run_1/sizing.png
The bar under the picture is 20 µm long.
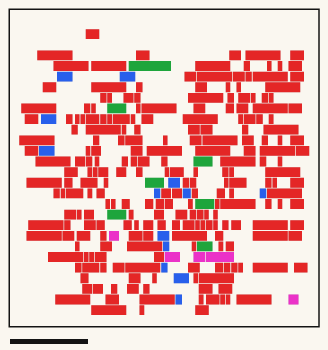
run_1/m3.png
The bar under the picture is 20 µm long.
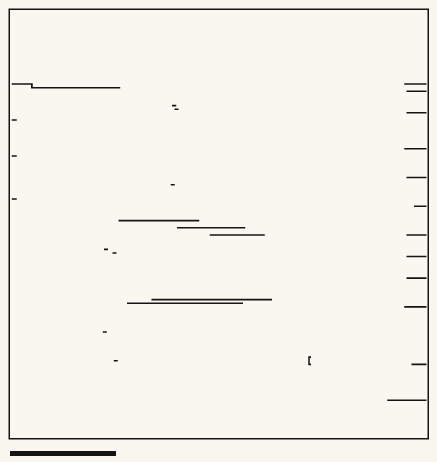
run_1/placed.png
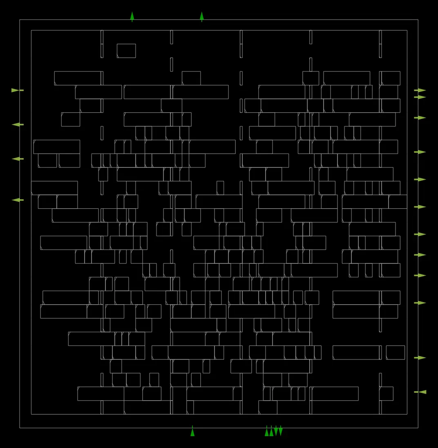
File: src/rtl/expgob_parser.sv
// Exp-Golomb bit-serial front-end: counts the zero prefix, captures the suffix, drives the
// downstream bit-write interface, then presents the decoded value on a valid/ready port.
//
// state  | meaning
// IDLE   | waiting for the first bit of a word
// PREFIX | counting leading zeros (M)
// SUFFIX | shifting in the M suffix bits, writing index M-1 down to 0
// FILL   | clearing downstream indices M+1..W-1
// OUT    | decoded value presented until value_rdy_i
module expgob_parser #(
    parameter int W     = 8,
    parameter int CNT_W = 4
) (
    input  logic             clk,
    input  logic             rst_n,
    input  logic             bit_i,
    input  logic             bit_vld_i,
    output logic             bit_rdy_o,
    output logic             cod_o,
    output logic [CNT_W-1:0] count_o,
    output logic             prc_o,
    output logic             busy_o,
    output logic [W-1:0]     value_o,
    output logic             value_vld_o,
    input  logic             value_rdy_i,
    output logic             err_o
);

    typedef enum logic [2:0] {
        IDLE   = 3'd0,
        PREFIX = 3'd1,
        SUFFIX = 3'd2,
        FILL   = 3'd3,
        OUT    = 3'd4
    } state_t;

    localparam logic [CNT_W-1:0] LAST_IDX = CNT_W'(W - 1);
    localparam logic [CNT_W-1:0] ONE      = CNT_W'(1);
    localparam logic [W-1:0]     VAL_ONE  = W'(1);

    state_t           state;
    logic [CNT_W-1:0] m_cnt;
    logic [CNT_W-1:0] sfx_cnt;
    logic [CNT_W-1:0] fill_idx;
    logic [W-1:0]     shreg;
    logic             take;

    assign take = bit_vld_i & bit_rdy_o;

    always_ff @(posedge clk or negedge rst_n) begin
        if (!rst_n) begin
            state       <= IDLE;
            m_cnt       <= '0;
            sfx_cnt     <= '0;
            fill_idx    <= '0;
            shreg       <= '0;
            bit_rdy_o   <= 1'b0;
            cod_o       <= 1'b0;
            count_o     <= '0;
            prc_o       <= 1'b0;
            busy_o      <= 1'b0;
            value_o     <= '0;
            value_vld_o <= 1'b0;
            err_o       <= 1'b0;
        end else begin
            prc_o <= 1'b0;
            err_o <= 1'b0;
            case (state)
                IDLE, PREFIX: begin
                    bit_rdy_o <= 1'b1;
                    if (take) begin
                        busy_o <= 1'b1;
                        if (!bit_i) begin
                            if (m_cnt == LAST_IDX) begin
                                // W-th zero: the prefix can never fit, drop the word
                                err_o  <= 1'b1;
                                busy_o <= 1'b0;
                                m_cnt  <= '0;
                                state  <= IDLE;
                            end else begin
                                m_cnt <= m_cnt + ONE;
                                state <= PREFIX;
                            end
                        end else begin
                            prc_o    <= 1'b1;
                            cod_o    <= 1'b1;
                            count_o  <= m_cnt;
                            shreg    <= VAL_ONE;
                            sfx_cnt  <= m_cnt;
                            fill_idx <= m_cnt + ONE;
                            if (m_cnt != '0) begin
                                state <= SUFFIX;
                            end else begin
                                state     <= FILL;
                                bit_rdy_o <= 1'b0;
                            end
                        end
                    end
                end
                SUFFIX: begin
                    if (take) begin
                        shreg   <= {shreg[W-2:0], bit_i};
                        prc_o   <= 1'b1;
                        cod_o   <= bit_i;
                        count_o <= sfx_cnt - ONE;
                        sfx_cnt <= sfx_cnt - ONE;
                        if (sfx_cnt == ONE) begin
                            bit_rdy_o <= 1'b0;
                            state     <= (m_cnt == LAST_IDX) ? OUT : FILL;
                        end
                    end
                end
                FILL: begin
                    prc_o   <= 1'b1;
                    cod_o   <= 1'b0;
                    count_o <= fill_idx;
                    if (fill_idx == LAST_IDX) begin
                        state <= OUT;
                    end else begin
                        fill_idx <= fill_idx + ONE;
                    end
                end
                OUT: begin
                    if (!value_vld_o) begin
                        value_vld_o <= 1'b1;
                        value_o     <= shreg - VAL_ONE;
                        busy_o      <= 1'b0;
                    end else if (value_rdy_i) begin
                        value_vld_o <= 1'b0;
                        m_cnt       <= '0;
                        bit_rdy_o   <= 1'b1;
                        state       <= IDLE;
                    end
                end
                default: begin
                    state     <= IDLE;
                    bit_rdy_o <= 1'b0;
                end
            endcase
        end
    end

endmodule

File: config.mk
export PLATFORM = sky130hd
export DESIGN_NAME = expgob_parser
export DESIGN_NICKNAME = d
export VERILOG_FILES = /design/src/rtl/expgob_parser.sv
export SDC_FILE = /design/constraint.sdc
export NUM_CORES = 1
export LEC_CHECK = 0
export CAP_MARGIN = 5
export CORE_AREA = 2 2 77 79
export CTS_BUF_LIST = sky130_fd_sc_hd__clkbuf_8 sky130_fd_sc_hd__clkbuf_16
export DETAILED_ROUTE_END_ITERATION = 10
export DIE_AREA = 0 0 79 81
export GPL_TIMING_DRIVEN = 0
export SLEW_MARGIN = 40
export SYNTH_ARGS = -nofsm -noshare
export SYNTH_HDL_FRONTEND = slang
export SYNTH_SLANG_ARGS = --single-unit
File: constraint.sdc
create_clock -name clk -period 3.3 [get_ports clk]
set_clock_uncertainty 0.15 [all_clocks]
set_input_delay 0.66 -clock clk [delete_from_list [all_inputs] [get_ports clk]]
set_output_delay 0.66 -clock clk [all_outputs]
set_load 0.02 [all_outputs]
==> git commit body, run 1 <==
Log flow metrics for this revision

* Setup TNS: 0 ns
- Initial Utilization: 38.4%
- Looking at the gate-level netlist, the highest instance count belongs to sky130_fd_sc_hd__dfrtp_1.
- Post-route ant nets: 0
- Post-synthesis cell type count: 46
- According to the floorplan report, the die width is 79 µm.
- Per report_power, the clock group accounts for 16.8% of the total.
- The routed design shows a wire length per standard cell of 14.2 µm.
- After global routing the overflow that remains totals 0.
- The flow ran to the end, and the final reports show no timing, DRC or antenna violations.
- Signal routing reaches up to met4.
- Number of instances in the synthesized netlist: 226
* Largest stage delay, worst path: 0.55 ns
* Total tool warning count: 28
* Count of cell instances traversed by the critical path: 5
* Number of antenna violations at the first check in global routing: 0
- Critical Path Start Type: primary input
* P_sw: 977 µW
* Ratio of final minimum period to clock period: 74.3%
- Worst r2r path cells: 5
- Counting the buffers created by CTS gives 5.
- Layout Utilization: 45.8%
* H-tree Lvls: 2
- The internal power of the cells totals 1440 µW.
- The clock drives 41 sinks.
- The commonest cells after synthesis are 41 x sky130_fd_sc_hd__dfrtp_1, 26 x sky130_fd_sc_hd__nand2_1, 23 x sky130_fd_sc_hd__o21ai_0.
* RR Endpoint: state[0]$_DFFE_PN0P_
* Full die area: 6400 µm²
* Fraction of power spent switching nets: 40.4%
- DR WL met2: 2.24 mm
- Sequential share of power: 34.4%
- Worst rel slew slack: 51.7%
* Crit path buf inv count: 1
- TritonCTS clock tree: built
* Clk slew on worst S/H paths: 0.08 ns
- The final max-slew violation count recorded for this run is 0.
- Origin of the critical flop-to-flop path: state[2]$_DFFE_PN0P_
-- sizing.png (at the start) --
- x1 and smaller: red (cells 230; share 90%; most used dfrtp_1)
- x2: blue (cells 13; share 5.1%; most used buf_2)
- x3 and x4: magenta (cells 5; share 2.0%)
- x6 and larger: green (cells 7; share 2.7%; most used clkbuf_8)
number of non-clock buffers in the layout: 31
relative area change from synthesis to final layout: 19.1%
final standard cell area without fillers: 2600 µm²
final worst-path setup slack: 0.847 ns

-- m3.png (at the start) --
- share of all routed wire: 3.3%
- main direction: horizontal
- wire length on this layer: 153 µm
- longest straight run: 22.5 µm
- nets with wire on the layer: 24
via count: 1766
grt met3 use: 3.89%
sum of routed wire length over all layers: 4.67 mm

-- placed.png (at the start) --
Core Footprint: 5680 µm²
# fillers: 567
Tap Count: 75
number of flip-flops and latches: 41
Placement Rows: 28

==> run 1: metrics by stage <==
stage | power, µW | setup WS [ns]
2_1_floorplan | 1640 | 1.34
3_3_place_gp | 2010 | 0.338
3_5_place_dp | 2020 | 0.519
4_1_cts | 2440 | 0.835
5_1_grt | 2630 | 0.748
6_report | 2420 | 0.847
==> run 1: final cells by class <==
class,instances,share of cell area (%)
sequential,41,39.5
inverter,6,0.867
tap,75,3.61
clock inverter,3,1.78
timing repair buffer,21,7.99
clock buffer,5,2.65
buffer,10,1.97
multi-input combinational,169,41.6
==> run 1: kinds of logic (layout without fill, tap and decap cells) <==
logic type	count (synthesis)	in the layout	share of synthesized area, %
AOI/OAI and AO/OA	64	64	18.9
xor gates and xnor gates	10	10	4.01
adders and majority gates	6	6	3.44
buffers and inverters	16	45	3.38
DFF	41	41	47.0
muxes	7	7	3.44
and+or+nand+nor	82	82	19.8
==> run 1: flip-flops by register name, indices dropped and copies added (netlist names) <==
signal       flops
err_o            1
sfx_cnt          4
count_o          4
fill_idx         4
busy_o           1
shreg            8
m_cnt            4
state            3
prc_o            1
cod_o            1
value_o          8
value_vld_o      1
bit_rdy_o        1
==> run 1: power groups by stage <==
| stage | Sequential (µW) | Clock [µW] | Combinational [µW] |
|---|---|---|---|
| CTS | 833 | 419 | 1190 |
| floorplan | 907 | 0 | 728 |
| finish | 832 | 406 | 1180 |
| global placement | 841 | 0 | 1170 |
| global route | 866 | 445 | 1310 |
| detailed placement | 842 | 0 | 1180 |
==> run 1: placed cells by master (no fill, tap or decap), types with 5 or more instances in the layout <==
| cell type | n |
|---|---|
| sky130_fd_sc_hd__inv_1 | 6 |
| sky130_fd_sc_hd__a22o_1 | 8 |
| sky130_fd_sc_hd__nor2_1 | 21 |
| sky130_fd_sc_hd__ha_1 | 6 |
| sky130_fd_sc_hd__nor3_1 | 5 |
| sky130_fd_sc_hd__dfrtp_1 | 41 |
| sky130_fd_sc_hd__a21oi_1 | 12 |
| sky130_fd_sc_hd__nand2_1 | 26 |
| sky130_fd_sc_hd__clkbuf_8 | 5 |
| sky130_fd_sc_hd__o21ai_0 | 23 |
| sky130_fd_sc_hd__clkdlybuf4s50_1 | 20 |
| sky130_fd_sc_hd__buf_2 | 5 |
| sky130_fd_sc_hd__xnor2_1 | 6 |
==> run 1: worst reg2reg max path: stages, from the launching register on <==
cell                      delay, ns
sky130_fd_sc_hd__dfrtp_1       0.35
sky130_fd_sc_hd__buf_2         0.20
sky130_fd_sc_hd__nor3b_1       0.63
sky130_fd_sc_hd__nand2_1       0.31
sky130_fd_sc_hd__and3_1        0.26
sky130_fd_sc_hd__o22a_1        0.17
==> run 1: layer usage <==
metal,vias to the layer above,global-route usage [%]
met2,34,26.9
met1,847,21.4
met3,10,3.89
li1,875,-
met4,0,6.72
met5,-,0
==> inputs of run 2 (changes only) <==
Clock period 3.3 ns to 2.5 ns, I/O delays scaled along.
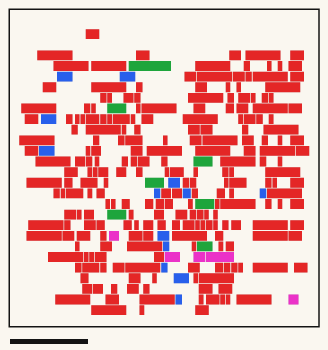
run_2/sizing.png
The bar under the picture is 20 µm long.
final worst-path setup slack: 0.207 ns

==> git commit body, run 2 <==
Log flow metrics for this revision

- # fillers: 567
* Ratio of final minimum period to clock period: 91.7%
- The via count of the first global-routing pass came to 1779.
- Mean number of vias per cell: 5.35
- The completed layout was analyzed and its total power is 3190 µW.
* Crit path buf inv count: 1
- Most frequent cell after synthesis: sky130_fd_sc_hd__dfrtp_1
- Full die area: 6400 µm²
- Worst Tran Pin Value: 0.723 ns
- The worst VDD IR drop from the latest analysis is 0.000533 V.
* Number of instances in the synthesized netlist: 226
- Per the cell usage report, the commonest logic cells after layout are 41 x sky130_fd_sc_hd__dfrtp_1, 26 x sky130_fd_sc_hd__nand2_1, 23 x sky130_fd_sc_hd__o21ai_0.
- Across all stage logs, warnings added up to 28.
- Root Buffer: sky130_fd_sc_hd__clkbuf_8
- The most common logic cell in the final layout is sky130_fd_sc_hd__dfrtp_1.
* Via count: 1766
- Final slew viol count: 0
- Post-synthesis cell type count: 46
* Largest stage delay, worst path: 0.55 ns
- Setup TNS: 0 ns
- The synthesis log from Yosys contains 0 warnings.
* Placement Rows: 28
- Per the detailed-route log, wirelength across all metal layers totals 4.67 mm.
- Number of CTS-inserted buffers: 5
- Relative area change from synthesis to final layout: 19.1%
- Registers with the most flip-flops: shreg x8, value_o x8
- Post-route ant nets: 0
* Final standard cell area without fillers: 2600 µm²
- Number of iterations in the first detailed-routing pass: 4
* Max clock buf depth: 2
- H-tree Lvls: 2
* Hold Path Class: primary input to asynchronous set/reset pin
- TritonCTS built the clock tree.
- Number of ports placed on the die boundary: 23
- Clk slew on worst S/H paths: 0.08 ns
- The slew check shows that the tightest pin keeps a relative margin of 51.7%.
* Initial Utilization: 38.4%
* Congestion Overflow GR: 0
* Routed len/inst: 14.2 µm
* Number of antenna violations at the first check in global routing: 0
- Ranked by instance count, the synthesized netlist is headed by 41 x sky130_fd_sc_hd__dfrtp_1, 26 x sky130_fd_sc_hd__nand2_1, 23 x sky130_fd_sc_hd__o21ai_0.
- Die outline width: 79 µm
- The run finished with clean final reports.
- The floorplan step defined a core boundary enclosing 5680 µm².
* Number of maximum-capacitance violations: 0
* Final hold viol count: 0
- Count of buffers added by post-CTS timing repair for setup: 0
- For this design the ratio of total power to cell area is 1230 nW/µm².
- Critical Path Start Type: primary input
- For this design, the sink count on the clock tree is 41.
- Post-Place Setup Slack: -0.121 ns
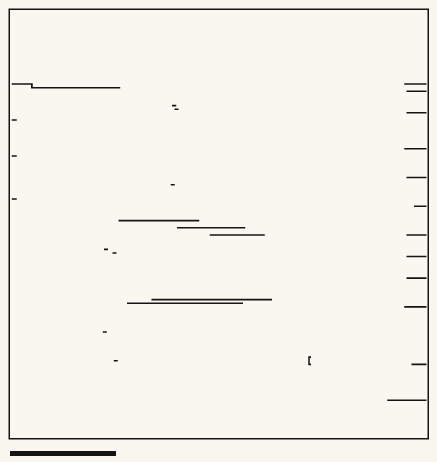
run_2/m3.png
The bar under the picture is 20 µm long.
- nets with wire on the layer: 24
- wire length on this layer: 153 µm
- main direction: horizontal
- longest straight run: 22.5 µm

==> run 2: cell counts after synthesis <==
Identical to the previous run, type by type.
==> run 2: path summary, 6_finish.rpt <==
| kind | from | to | slack (ns) | depth (start not counted) |
|---|---|---|---|---|
| hold / removal | rst_n | value_vld_o$_DFFE_PN0P_ | 0.04 | 1 |
| setup reg to reg | state[2]$_DFFE_PN0P_ | state[0]$_DFFE_PN0P_ | 0.32 | 5 |
| setup / recovery | bit_vld_i | count_o[0]$_DFFE_PN0P_ | 0.21 | 5 |
| max in group asynchronous | rst_n | shreg[2]$_DFFE_PN0P_ | 1.82 | 1 |
| hold reg to reg | value_o[2]$_DFFE_PN0P_ | value_o[2]$_DFFE_PN0P_ | 0.33 | 2 |
| min in group clk | value_o[2]$_DFFE_PN0P_ | value_o[2]$_DFFE_PN0P_ | 0.33 | 2 |
==> run 2: where the power goes <==
part / internal [µW] / switching, µW
sequential: 893 / 206
clock: 299 / 237
combinational: 709 / 847
total: 1900 / 1290
==> run 2: metal layers <==
metal  share of wire (%)  vias up  global-route usage (%)
li1                    -      875                       -
met1                  47      847                    21.4
met2                  48       34                    26.9
met3                 3.3       10                    3.89
met4                 2.1        0                    6.72
met5                   0        -                       0
==> run 2: cell type report <==
cell class / instances / area share (%)
clock inverter: 3 / 1.78
sequential: 41 / 39.5
multi-input combinational: 169 / 41.6
inverter: 6 / 0.867
timing repair buffer: 21 / 7.99
clock buffer: 5 / 2.65
buffer: 10 / 1.97
tap: 75 / 3.61
==> run 2: kinds of logic after synthesis <==
logic type               Yosys count  share of synthesized area (%)
multiplexers                       7                           3.44
adder cells (fa/ha/maj)            6                           3.44
AND/OR/NAND/NOR                   82                           19.8
AND-OR/OR-AND                     64                           18.9
XOR/XNOR                          10                           4.01
flip-flops                        41                           47.0
buffers and inverters             16                           3.38
==> run 2: per-stage QoR <==
step                      instances  utilization, %
after floorplan                 226               -
after global placement          322            43.8
after detailed placement        322            43.8
after CTS                       330            45.8
after global routing            330            45.8
final                           330            45.8
run_2/layers.png
The bar under the picture is 20 µm long.
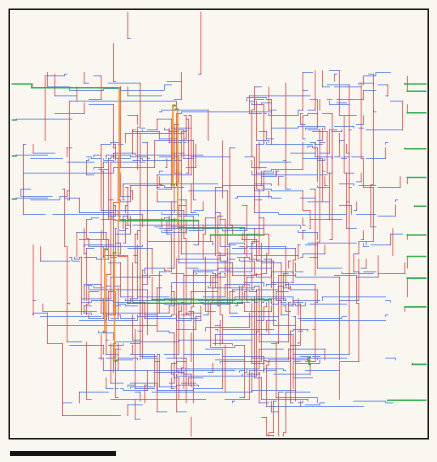

==> inputs of run 3 (changes only) <==
Settings changed: CAP_MARGIN 5 to 30, CORE_AREA 2 2 77 79 to 2 2 66 68, DIE_AREA 0 0 79 81 to 0 0 68 70, PLACE_DENSITY set to 0.77.
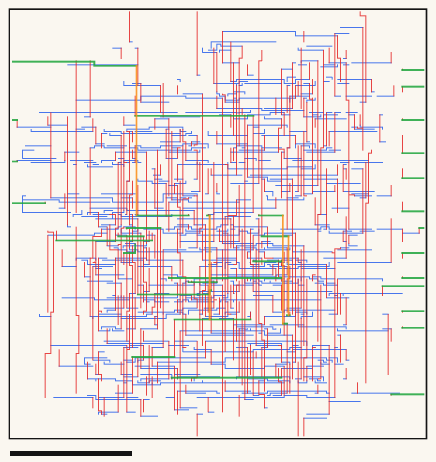
run_3/layers.png
The bar under the picture is 20 µm long.
- M1: blue (wire length 2140 µm)
- M4: orange (wire length 72.1 µm)
- M3: green (wire length 218 µm)
- M2: red (wire length 2250 µm)
via count: 1756
overall global routing resource usage: 22.7%
routed len/inst: 15.2 µm

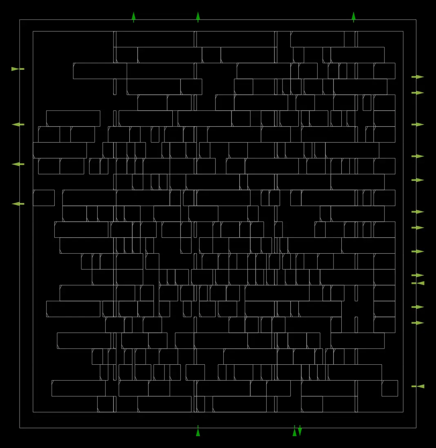
run_3/placed.png
Placement Rows: 24
Core Footprint: 4140 µm²
Layout Utilization: 62.6%

==> git commit body, run 3 <==
Log flow metrics for this revision

- Total tool warning count: 28
- Relative area change from synthesis to final layout: 18.8%
- Clk slew on worst S/H paths: 0.08 ns
* Maximum number of pins on one net before global-route repair: 42
- Fraction of registers with async set/reset: 100%
- The tree is rooted in a sky130_fd_sc_hd__clkbuf_8.
- Max clock buf depth: 2
* Count of buffers added by post-CTS timing repair for setup: 0
- The first routing iteration left 173 violations.
- For this design, the CTS-stage hold fixing added 0 buffers.
- Worst Tran Pin Value: 0.664 ns
- Post-cts resize count: 0
- Counting every instance in the synthesized netlist gives 226.
- Congestion Overflow GR: 0
- Cell at the slowest stage of the critical path: sky130_fd_sc_hd__clkdlybuf4s50_1
* Result of the run: completed
- Final hold viol count: 0
* Post-synth EDFFs: 0
- Total power: 3290 µW
- Largest stage delay, worst path: 0.54 ns
* Post-synth seq share: 47.0%
* Number of antenna violations at the first check in global routing: 0
- At floorplan, the net count of the design was reported as 237.
- The synthesized netlist contains 46 unique library cells.
- Ratio of final minimum period to clock period: 89.1%
* Mean number of vias per cell: 5.72
* Synthesized registers: 41
- The stat command in Yosys gives a chip area of 2180 µm².
- Most instantiated flip-flop cell in the synthesis netlist: sky130_fd_sc_hd__dfrtp_1
- For flop-to-flop paths, the worst setup slack is 0.37 ns.
- According to the timing report, the data required time at the worst endpoint equals 2.54 ns.
- Number of iterations in the first detailed-routing pass: 4
- Number of maximum-capacitance violations: 0
- Most frequent cells in the layout: 41 x sky130_fd_sc_hd__dfrtp_1, 26 x sky130_fd_sc_hd__nand2_1, 23 x sky130_fd_sc_hd__o21ai_0
- Full die area: 4760 µm²
- Post-Place Setup Slack: -0.0956 ns
- Most frequent cell after synthesis: sky130_fd_sc_hd__dfrtp_1
- Final worst-path setup slack: 0.273 ns
- For this block, the routed nets add up to 4.67 mm of wire.
- TritonCTS clock tree: built
- Post-route ant nets: 0
* Final setup fails: 0
- For this design the static power due to leakage is 0.00112 µW.
- For reference, the critical path cell chain is clkdlybuf4s50_1 -> and2_1 -> nand2_1 -> a21oi_1 -> mux2_2.
* H-tree Lvls: 2
- Registers with the most flip-flops: shreg x8, value_o x8
- The worst register-to-register path ends at value_o[2]$_DFFE_PN0P_.
* Critical Path Start Type: primary input
- Total number of nets in the final design: 265
- Worst r2r path cells: 6
- Final slew viol count: 0
- Die height: 70 µm
- The share of synthesized area in the top cell type comes to 47.0%.
- IR analysis of the VDD net gives a maximum drop of 0.000630 V.
- After detailed routing, the number of remaining DRC violations is 0.
- Worst rel slew slack: 55.7%
- Yosys synthesis warning count: 0
- Cells in synth_stat.txt: 226
- Layout cell share with drive strength beyond 1: 9.80%
- The first global-routing pass estimated 8.15 mm of wire.
- The clock tree has to reach 41 sinks.
- Initial Utilization: 52.7%
- Detailed placement ended at an HPWL of 3.25 mm.
* Origin of the critical flop-to-flop path: state[2]$_DFFE_PN0P_
- Ranked by total cell area, the synthesized netlist is headed by sky130_fd_sc_hd__dfrtp_1 47%, sky130_fd_sc_hd__o21ai_0 5.3%, sky130_fd_sc_hd__nand2_1 4.5%.
- Clock period minus final worst setup slack: 2.23 ns
- Per the OpenROAD floorplan log, the width of the die is 68 µm.
- Critical Path AT: 2.27 ns
- Via count of the first global-routing pass: 1696
* Number of ports placed on the die boundary: 23
- Most common library cells after synthesis: 41 x sky130_fd_sc_hd__dfrtp_1, 26 x sky130_fd_sc_hd__nand2_1, 23 x sky130_fd_sc_hd__o21ai_0
- The mapped netlist covers 2180 µm².
- Number of CTS-inserted buffers: 5
- Leading cell type in the layout, fill and taps excluded: sky130_fd_sc_hd__dfrtp_1
- Setup repair after global routing left no endpoint under its margin.
- Averaged over all synthesized cells, the footprint is 9.66 µm².
- STA classifies the critical path endpoint as a flop.
- N_diodes: 0
- Pwr dens: 1270 nW/µm²
* Worst setup path category: primary input to flop
- The min-delay analysis places its worst path in the category primary input to asynchronous set/reset pin.
-- run 3: layer usage --
layer | vias to the layer above | track usage, % | share of wire [%]
met1 | 829 | 31.2 | 46
li1 | 871 | - | -
met4 | 0 | 8.22 | 1.5
met5 | - | 0 | 0
met2 | 48 | 34.3 | 48
met3 | 8 | 5.80 | 4.7
-- run 3: kinds of logic after synthesis --
family	share of synthesized area (%)
mux	3.44
flops	47.0
fa+ha+maj	3.44
xor+xnor	4.01
compound gates	18.9
simple gates	19.8
buf+inv	3.38
-- run 3: area by class of cell --
| cell class | instances | area, µm² |
|---|---|---|
| buffer | 10 | 51.3 |
| clock buffer | 5 | 68.8 |
| clock inverter | 3 | 68.8 |
| fill | 372 | 1550 |
| inverter | 6 | 22.5 |
| multi-input combinational | 169 | 1080 |
| sequential | 41 | 1030 |
| tap | 52 | 65.1 |
| timing repair buffer | 21 | 208 |
-- run 3: worst max-delay path by stage --
stage                             endpoint  cells after the start                 start
detailed placement  count_o[0]$_DFFE_PN0P_                      5             bit_vld_i
global route        count_o[3]$_DFFE_PN0P_                      5             bit_vld_i
global placement           prc_o$_DFF_PN0_                      1                 rst_n
finish              count_o[1]$_DFFE_PN0P_                      5             bit_vld_i
CTS                 count_o[3]$_DFFE_PN0P_                      5             bit_vld_i
floorplan             state[0]$_DFFE_PN0P_                      6  state[0]$_DFFE_PN0P_
-- run 3: through the flow --
stage | TNS, ns | hold WS (ns) | instances | cell area, µm²
2_1_floorplan | 0 | 0.0544 | 226 | 2180
3_3_place_gp | -8.73 | 0.311 | 299 | 2460
3_5_place_dp | -0.368 | 0.319 | 299 | 2450
4_1_cts | 0 | 0.0285 | 307 | 2590
5_1_grt | 0 | 0.0475 | 307 | 2590
6_report | 0 | 0.0137 | 307 | 2590
-- run 3: critical path, delay by kind of cell --
kind / cells / cell delay (ns)
compound gates: 1 / 0.47
mux: 1 / 0.40
simple gates: 2 / 0.36
buf+inv: 1 / 0.54
-- run 3: report_power, final --
| group | switching (µW) | internal, µW | leakage, µW | total [µW] |
|---|---|---|---|---|
| logic | 838 | 709 | 0.000531 | 1550 |
| clock network | 246 | 402 | 0.0000687 | 648 |
| registers | 207 | 893 | 0.000523 | 1100 |
Power and IR drop assume default switching activity.
